### src/rtl/lsu_dmem_port_pkg.sv
// Shared definitions for the LSU data-memory port.
// Holds the RV32I load/store funct3 encodings, the response FSM state type
// and small legality helpers used by the port and its sub-modules.
package lsu_dmem_port_pkg;

  localparam logic [2:0] F3_B  = 3'd0;
  localparam logic [2:0] F3_H  = 3'd1;
  localparam logic [2:0] F3_W  = 3'd2;
  localparam logic [2:0] F3_BU = 3'd4;
  localparam logic [2:0] F3_HU = 3'd5;

  typedef enum logic [1:0] {
    ST_IDLE = 2'd0,  // no response outstanding
    ST_RESP = 2'd1,  // response presented, load data taken live from memory
    ST_HOLD = 2'd2   // response stalled, data served from the hold register
  } state_t;

  // Half-words need an even address, words a 4-byte aligned address.
  function automatic logic is_misaligned(input logic [2:0] funct3, input logic [1:0] off);
    logic mis;
    case (funct3[1:0])
      2'b01:   mis = off[0];
      2'b10:   mis = (off != 2'b00);
      default: mis = 1'b0;
    endcase
    return mis;
  endfunction

  // Stores only have SB/SH/SW; loads additionally have LBU/LHU.
  function automatic logic is_illegal_f3(input logic store, input logic [2:0] funct3);
    logic ill;
    if (store) begin
      ill = (funct3 >= 3'd3);
    end else begin
      ill = (funct3 == 3'd3) || (funct3[2:1] == 2'b11);
    end
    return ill;
  endfunction

endpackage

### src/rtl/lsu_dmem_port_load_align.sv
// Combinational load extract/extend.
// Ports: rdata  - raw 32-bit memory word
//        offset - byte offset of the access within the word
//        funct3 - load type (LB/LH/LW/LBU/LHU)
//        data   - selected and sign/zero-extended result (0 for other funct3)
module lsu_load_align
  import lsu_dmem_port_pkg::*;
(
  input  logic [31:0] rdata,
  input  logic [1:0]  offset,
  input  logic [2:0]  funct3,
  output logic [31:0] data
);

  logic [7:0]  byte_s;
  logic [15:0] half_s;

  // Pick the addressed byte/half and extend according to the load type.
  always_comb begin
    byte_s = 8'h00;
    half_s = 16'h0000;
    data   = 32'h0000_0000;
    case (offset)
      2'd0:    byte_s = rdata[7:0];
      2'd1:    byte_s = rdata[15:8];
      2'd2:    byte_s = rdata[23:16];
      2'd3:    byte_s = rdata[31:24];
      default: byte_s = 8'h00;
    endcase
    half_s = offset[1] ? rdata[31:16] : rdata[15:0];
    case (funct3)
      F3_B:    data = {{24{byte_s[7]}}, byte_s};
      F3_H:    data = {{16{half_s[15]}}, half_s};
      F3_W:    data = rdata;
      F3_BU:   data = {24'h00_0000, byte_s};
      F3_HU:   data = {16'h0000, half_s};
      default: data = 32'h0000_0000;
    endcase
  end

endmodule

### src/rtl/lsu_dmem_port.sv
// Initiator side of the synchronous data-memory port.
// Request side : req_valid/req_ready handshake with store flag, funct3,
//                byte address and low-aligned store data; flush kills the
//                outstanding response.
// Memory side  : addrD/renD/wenD/wdataD/MaskD driven combinationally in the
//                accept cycle; rdataD returns one cycle after renD.
// Response side: resp_valid/resp_ready with extended load data and an error
//                flag for misaligned or illegal accesses (which never reach
//                memory).
module lsu_dmem_port
  import lsu_dmem_port_pkg::*;
#(
  parameter int ADDR_W = 32,
  parameter int DATA_W = 32
) (
  input  logic              clk,
  input  logic              reset,
  input  logic              req_valid,
  output logic              req_ready,
  input  logic              req_store,
  input  logic [2:0]        req_funct3,
  input  logic [ADDR_W-1:0] req_addr,
  input  logic [DATA_W-1:0] req_wdata,
  input  logic              flush,
  output logic              resp_valid,
  input  logic              resp_ready,
  output logic [DATA_W-1:0] resp_rdata,
  output logic              resp_err,
  output logic [ADDR_W-1:0] addrD,
  output logic              renD,
  input  logic [DATA_W-1:0] rdataD,
  output logic              wenD,
  output logic [DATA_W-1:0] wdataD,
  output logic [3:0]        MaskD
);

  state_t            state_r, state_next_s;
  logic [2:0]        f3_r;
  logic [1:0]        off_r;
  logic              store_r;
  logic              err_r;
  logic [DATA_W-1:0] hold_data_r;

  logic              busy_s;
  logic              accept_s;
  logic              err_s;
  logic [DATA_W-1:0] align_s;
  logic [DATA_W-1:0] resp_data_s;

  assign busy_s    = (state_r == ST_RESP) || (state_r == ST_HOLD);
  // A new request may only enter when the current response leaves this cycle.
  assign req_ready = !reset && !flush && ((state_r == ST_IDLE) || (busy_s && resp_ready));
  assign accept_s  = req_valid && req_ready;
  assign err_s     = is_illegal_f3(req_store, req_funct3) || is_misaligned(req_funct3, req_addr[1:0]);

  assign addrD = {req_addr[ADDR_W-1:2], 2'b00};
  assign renD  = accept_s && !req_store && !err_s;
  assign wenD  = accept_s && req_store && !err_s;

  // Store lane mask and data replication.
  always_comb begin
    MaskD  = 4'b0000;
    wdataD = {DATA_W{1'b0}};
    if (wenD) begin
      case (req_funct3[1:0])
        2'b00: begin
          MaskD  = 4'b0001 << req_addr[1:0];
          wdataD = {4{req_wdata[7:0]}};
        end
        2'b01: begin
          MaskD  = req_addr[1] ? 4'b1100 : 4'b0011;
          wdataD = {2{req_wdata[15:0]}};
        end
        default: begin
          MaskD  = 4'b1111;
          wdataD = req_wdata;
        end
      endcase
    end else begin
      MaskD  = 4'b0000;
      wdataD = {DATA_W{1'b0}};
    end
  end

  lsu_load_align u_load_align (
    .rdata  (rdataD),
    .offset (off_r),
    .funct3 (f3_r),
    .data   (align_s)
  );

  // Stores and faulted accesses return zero data.
  assign resp_data_s = (store_r || err_r) ? {DATA_W{1'b0}} : align_s;

  // Response FSM next-state.
  always_comb begin
    state_next_s = state_r;
    case (state_r)
      ST_IDLE: begin
        if (accept_s) begin
          state_next_s = ST_RESP;
        end else begin
          state_next_s = ST_IDLE;
        end
      end
      ST_RESP, ST_HOLD: begin
        if (flush) begin
          state_next_s = ST_IDLE;
        end else if (resp_ready) begin
          state_next_s = accept_s ? ST_RESP : ST_IDLE;
        end else begin
          state_next_s = ST_HOLD;
        end
      end
      default: state_next_s = ST_IDLE;
    endcase
  end

  // Response outputs: live data in RESP, held copy in HOLD.
  always_comb begin
    resp_valid = busy_s;
    resp_err   = busy_s && err_r;
    resp_rdata = {DATA_W{1'b0}};
    case (state_r)
      ST_RESP: resp_rdata = resp_data_s;
      ST_HOLD: resp_rdata = hold_data_r;
      default: resp_rdata = {DATA_W{1'b0}};
    endcase
  end

  // State, request attributes and stalled-response capture.
  always_ff @(posedge clk) begin
    if (reset) begin
      state_r     <= ST_IDLE;
      f3_r        <= 3'd0;
      off_r       <= 2'd0;
      store_r     <= 1'b0;
      err_r       <= 1'b0;
      hold_data_r <= {DATA_W{1'b0}};
    end else begin
      state_r <= state_next_s;
      if (accept_s) begin
        f3_r    <= req_funct3;
        off_r   <= req_addr[1:0];
        store_r <= req_store;
        err_r   <= err_s;
      end
      // rdataD is only valid for one cycle, so a stalled response is frozen here.
      if ((state_r == ST_RESP) && !resp_ready && !flush) begin
        hold_data_r <= resp_data_s;
      end
    end
  end

endmodule

### config.mk
export PLATFORM = sky130hd
export DESIGN_NAME = lsu_dmem_port
export DESIGN_NICKNAME = d
export VERILOG_FILES = /design/src/rtl/lsu_dmem_port_pkg.sv /design/src/rtl/lsu_dmem_port_load_align.sv /design/src/rtl/lsu_dmem_port.sv
export SDC_FILE = /design/constraint.sdc
export NUM_CORES = 1
export LEC_CHECK = 0
export CAP_MARGIN = 20
export CORE_ASPECT_RATIO = 0.9
export CORE_MARGIN = 2
export CORE_UTILIZATION = 41
export CTS_CLUSTER_DIAMETER = 80
export CTS_CLUSTER_SIZE = 40
export DETAILED_ROUTE_END_ITERATION = 8
export PLACE_DENSITY = 0.88
export SLEW_MARGIN = 10
export SYNTH_ARGS = -nofsm -noshare
export SYNTH_HDL_FRONTEND = slang
export SYNTH_SLANG_ARGS = --single-unit
### constraint.sdc
create_clock -name clk -period 3.88 [get_ports clk]
set_input_delay 0.388 -clock clk [delete_from_list [all_inputs] [get_ports clk]]
set_output_delay 0.388 -clock clk [all_outputs]
set_load 0.01 [all_outputs]
==> run_1/io_fan.png <==
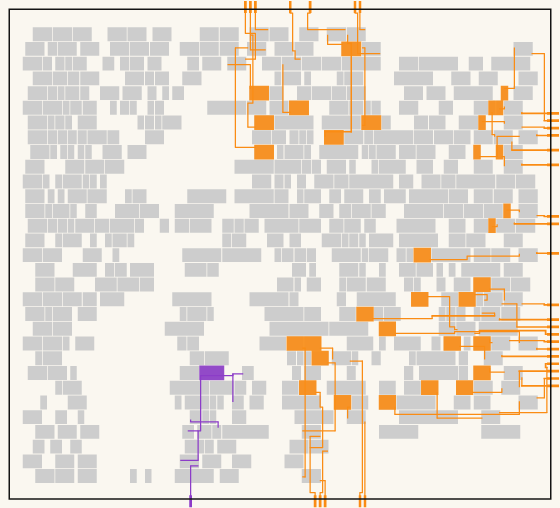
legend:
  `resp_rdata`:
    colour: orange
    bits: 32
    direction: output
    edge: 20 right, 7 top, 5 bottom
    end_cells: 32
    buffers: 32
    wire: 640 µm
  `resp_valid`:
    colour: purple
    bits: 1
    direction: output
    edge: bottom
    end_cells: 1
    buffers: 1
    wire: 47.8 µm
IO Pins: 210
I/O Buffers: 147

==> run_1/layer_met3.png <==
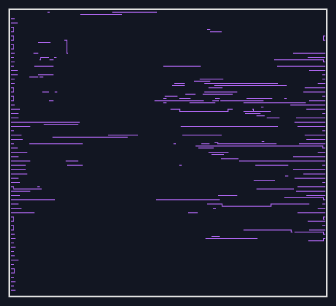
main direction: horizontal
longest straight run: 40.0 µm
wire length on this layer: 1,050 µm
nets with wire on the layer: 139
total number of vias: 3,692
GRT met3 Usage: 4.74%
drt total wl: 11,400 µm

==> run_1/metal_density.png <==
The die is cut into 20 by 18 equal tiles; black is low, pale yellow is high, scaled to the fullest tile. Values are wire area over tile area, all layers added.
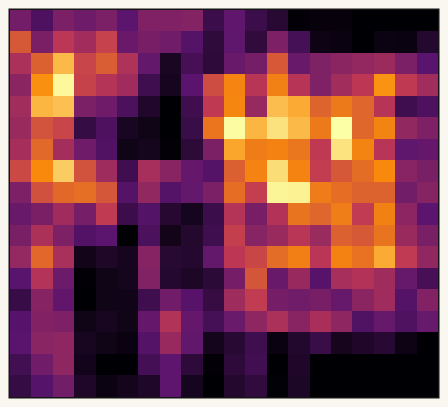
fullest tile: 0.63
mean over tiles: 0.21
tiles over half the peak: 24%
nearly empty tiles: 9.2%
wire per inst: 18.4 µm
Tot GR Track Use: 24.5%

==> impl_metrics.yaml, run 1 <==
# synthesis and place-and-route metrics
clock_tree:
  clk_pin_slew_ns: 0.08
  cts_made_buffers: 5
  insertion_delay_ns: 0.30
  cts_setup_buffers: 0
  clock_sinks: 41
worst_setup_path:
  path_class: "flop to primary output"
  startpoint: "state_r[1]"
  endpoint: "resp_rdata[31]"
  ff2ff_setup_slack_ns: 1.75
  r2r_cells: 4
  cp_max_fo: 16
grt:
  gr-usage-met2_pct: 42.3
  grt_max_degree: 33
  grt_use_met1_pct: 29.7
  antenna_found_initial: 0
synth:
  synthCells: 419
  ff_type: "dfxtp_1"
  yosys_area_mm2: 0.00338
  syn_area_mm2: 0.00338
  netlist_top_cells_count: "46 x nand2_1, 41 x dfxtp_1, 38 x nor2_1, 37 x buf_4, 34 x a22o_1"
  synthArstFlopShare_pct: 0
flow_run:
  warning_count: 32
status:
  status: "finished clean"
floorplan:
  die_area_mm2: 0.00899
  rows: 31
cells_and_area:
  flop_area_um2: 821
  final_cell_mix: "147 x clkdlybuf4s50_1, 46 x nand2_1, 41 x dfxtp_1, 37 x nor2_1, 34 x a22o_1"
  largest_class: "logic gates"
  syn2layout_area_growth_pct: 41.3
  flop-count: 41
  final_cell_count_no_fill: 619
sta:
  setup-violations-final: 0
  finalCritPeriodShare_pct: 90.9
  grt_setup_unrepaired: "false"
  fin_skew_ns: 0.0104
  drv_slew: 0
place:
  detailed_place_hpwl_um: 8670
  placed_area_mm2: 0.00464
min_path:
  hold-path-cell-count: 1
  hp-start: "hold_data_r[6]"
  worstHoldEndpoint: "hold_data_r[6]"
power:
  ir_worst_vdd_v: 0.000159
  power_density_mw_per_mm2: 240
  seqPwrFrac_pct: 38.7
run 1: flip-flops by register name (all words and copies together) (netlist names):
name	flops
f3_r	3
state_r	2
hold_data_r	32
err_r	1
store_r	1
off_r	2
run 1: cells by family (layout without fill, tap and decap cells):
kind of cell             Yosys count  count (layout)  share of synthesized area [%]
flip-flops                        41              41                           24.3
AND/OR/NAND/NOR                  126             126                           19.1
AND-OR/OR-AND                    140             140                           30.7
buffers and inverters             72             172                           13.1
adder cells (fa/ha/maj)            8               8                           2.96
other                              1               2                          0.111
multiplexers                      31              31                           9.84
run 1: worst max-delay path, stage by stage, from the launching register on:
cell and delay, ns:
dfxtp_1 0.37, inv_1 0.07, ha_1 0.36, and2_1 0.38
and3_1 0.51, nor2b_1 0.19, buf_4 0.22, a22o_1 0.18
clkdlybuf4s50_1 0.54
==> run 2, diff against run 1 <==
- ABC_AREA: not set -> 1
- CORE_UTILIZATION: 41 -> 44
- CTS_BUF_LIST: not set -> sky130_fd_sc_hd__clkbuf_8
- CTS_CLUSTER_SIZE: 40 -> not set
- PLACE_DENSITY: 0.88 -> 0.89
==> run_2/layer_met3.png <==
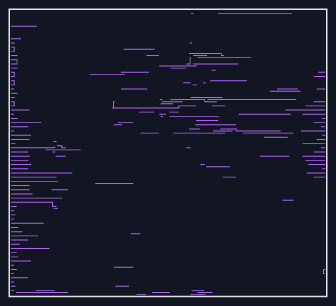
main direction: horizontal
share of all routed wire: 7.4%
nets with wire on the layer: 127
longest straight run: 28.5 µm
wire length on this layer: 904 µm
drt total wl: 12,100 µm
total number of vias: 4,556

==> run_2/placement.png <==
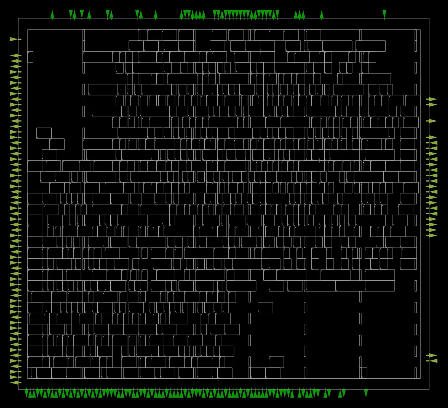
filler instances: 828
sequential cell count: 41
FP Rows: 32

==> impl_metrics.yaml, run 2 <==
# synthesis and place-and-route metrics
power:
  power_density_mw_per_mm2: 215
  ir_worst_vdd_v: 0.000124
  leakage_uw: 0.00224
  seqPwrFrac_pct: 40.1
  pwr-share-comb_pct: 35.0
  finalPower_uw: 1110
routing:
  drt-met1-wl_um: 5550
  top_layer: "met4"
  routedWlPerCell_um: 13.3
  drtIter0Drc: 338
synth:
  synthCells: 705
  yosys.area_share.simple_pct: 39.8
  yosysMostFrequentCell: "nand2_1"
  yosysTopAreaCell: "nand2_1"
  logic_family: "simple AND/OR/NAND/NOR gates"
  ys_warn_count: 0
  syn_area_mm2: 0.00384
  ff_type: "dfxtp_1"
  synthArstFlopShare_pct: 0
  synthDistinctLibCells: 24
  synthXorXnorAreaFrac_pct: 0
  muxShareOfSynthArea_pct: 0
  topCellsByArea: "nand2_1 24%, dfxtp_1 21%, a21oi_1 9.1%, o21ai_0 7.4%, nor2_1 7.3%"
  yosys_area_mm2: 0.00384
  synth-compound-area-share_pct: 18.7
  ys_sh_adder_pct: 2.61
  netlist_top_cells_count: "245 x nand2_1, 75 x nor2_1, 70 x a21oi_1, 57 x o21ai_0, 51 x inv_1"
sta:
  fin_skew_ns: 0.00598
  whs_ns: 0.475
  finalCritPeriodShare_pct: 91.3
  worstMarginPinSlew_ns: 1.01
  grt_setup_unrepaired: "false"
  setup-violations-final: 0
  drv_slew: 0
floorplan:
  core_area_mm2: 0.00853
  die_area_mm2: 0.00949
  ios: 210
cells_and_area:
  top_regs: "hold_data_r x32, f3_r x3"
  largest_class: "logic gates"
  clk_share_pct: 1.60
  logic_gates: 527
  n_all_inverters: 64
  largest_reg_flops: 32
  flop_area_um2: 821
  final_cell_count_no_fill: 911
  largest-register: "hold_data_r"
  n_antenna_cell: 0
  syn2layout_area_growth_pct: 34.8
  final_cell_mix: "245 x nand2_1, 147 x clkdlybuf4s50_1, 74 x nor2_1, 70 x a21oi_1, 57 x o21ai_0"
clock_tree:
  postCtsHoldBufs: 0
  clock_sinks: 41
  cts_setup_buffers: 0
  insertion_delay_ns: 0.30
  cts_made_buffers: 5
  clk_pin_slew_ns: 0.08
worst_setup_path:
  ff2ff_setup_slack_ns: 1.53
  cp.depth: 9
  crit_family: "buffers and inverters"
  slowest_delay_ns: 0.59
  critPathBufInv: 4
  path_class: "primary input to primary output"
  endpoint: "wdataD[28]"
  startpoint: "req_funct3[1]"
  path_cells: "clkdlybuf4s50_1, clkinv_1, ha_1, nor2_1, inv_1, nand3_1, nand2_1, nor2_1, clkdlybuf4s50_1"
  r2r_cells: 10
  crit_slowest_cell: "clkdlybuf4s50_1"
  cp_max_fo: 24
grt:
  globalRouteMet3Util_pct: 5.06
  grt_max_degree: 65
  grt_use_met1_pct: 35.9
  gr-usage-all-layers_pct: 25.4
  antenna_found_initial: 0
  gr-usage-met2_pct: 39.8
  gr-total-overflow: 0
place:
  placed_area_mm2: 0.00509
  detailed_place_hpwl_um: 9000
  gp_congestion: 0.934
  io_buffers: 147
status:
  status: "finished clean"
min_path:
  worstHoldEndpoint: "store_r"
  hp-start: "store_r"
  hold-path-cell-count: 2
flow_run:
  warning_count: 32
-- run 2: power by group through the flow --
stage | sequential (µW) | combinational (µW) | clock (µW)
2_1_floorplan | 448 | 275 | 0
3_3_place_gp | 455 | 378 | 0
3_5_place_dp | 455 | 383 | 0
4_1_cts | 446 | 386 | 277
5_1_grt | 448 | 439 | 293
6_report | 446 | 389 | 277
-- run 2: worst reg2reg max path, delay by kind of cell (launching register included) --
| family | cells | cell delay, ns |
|---|---|---|
| and+or+nand+nor | 2 | 0.43 |
| DFF | 1 | 0.37 |
| buffers and inverters | 4 | 0.66 |
| AOI/OAI and AO/OA | 3 | 0.44 |
| adders and majority gates | 1 | 0.35 |
Power figures rest on the tool's default switching activity, not on a simulated workload.
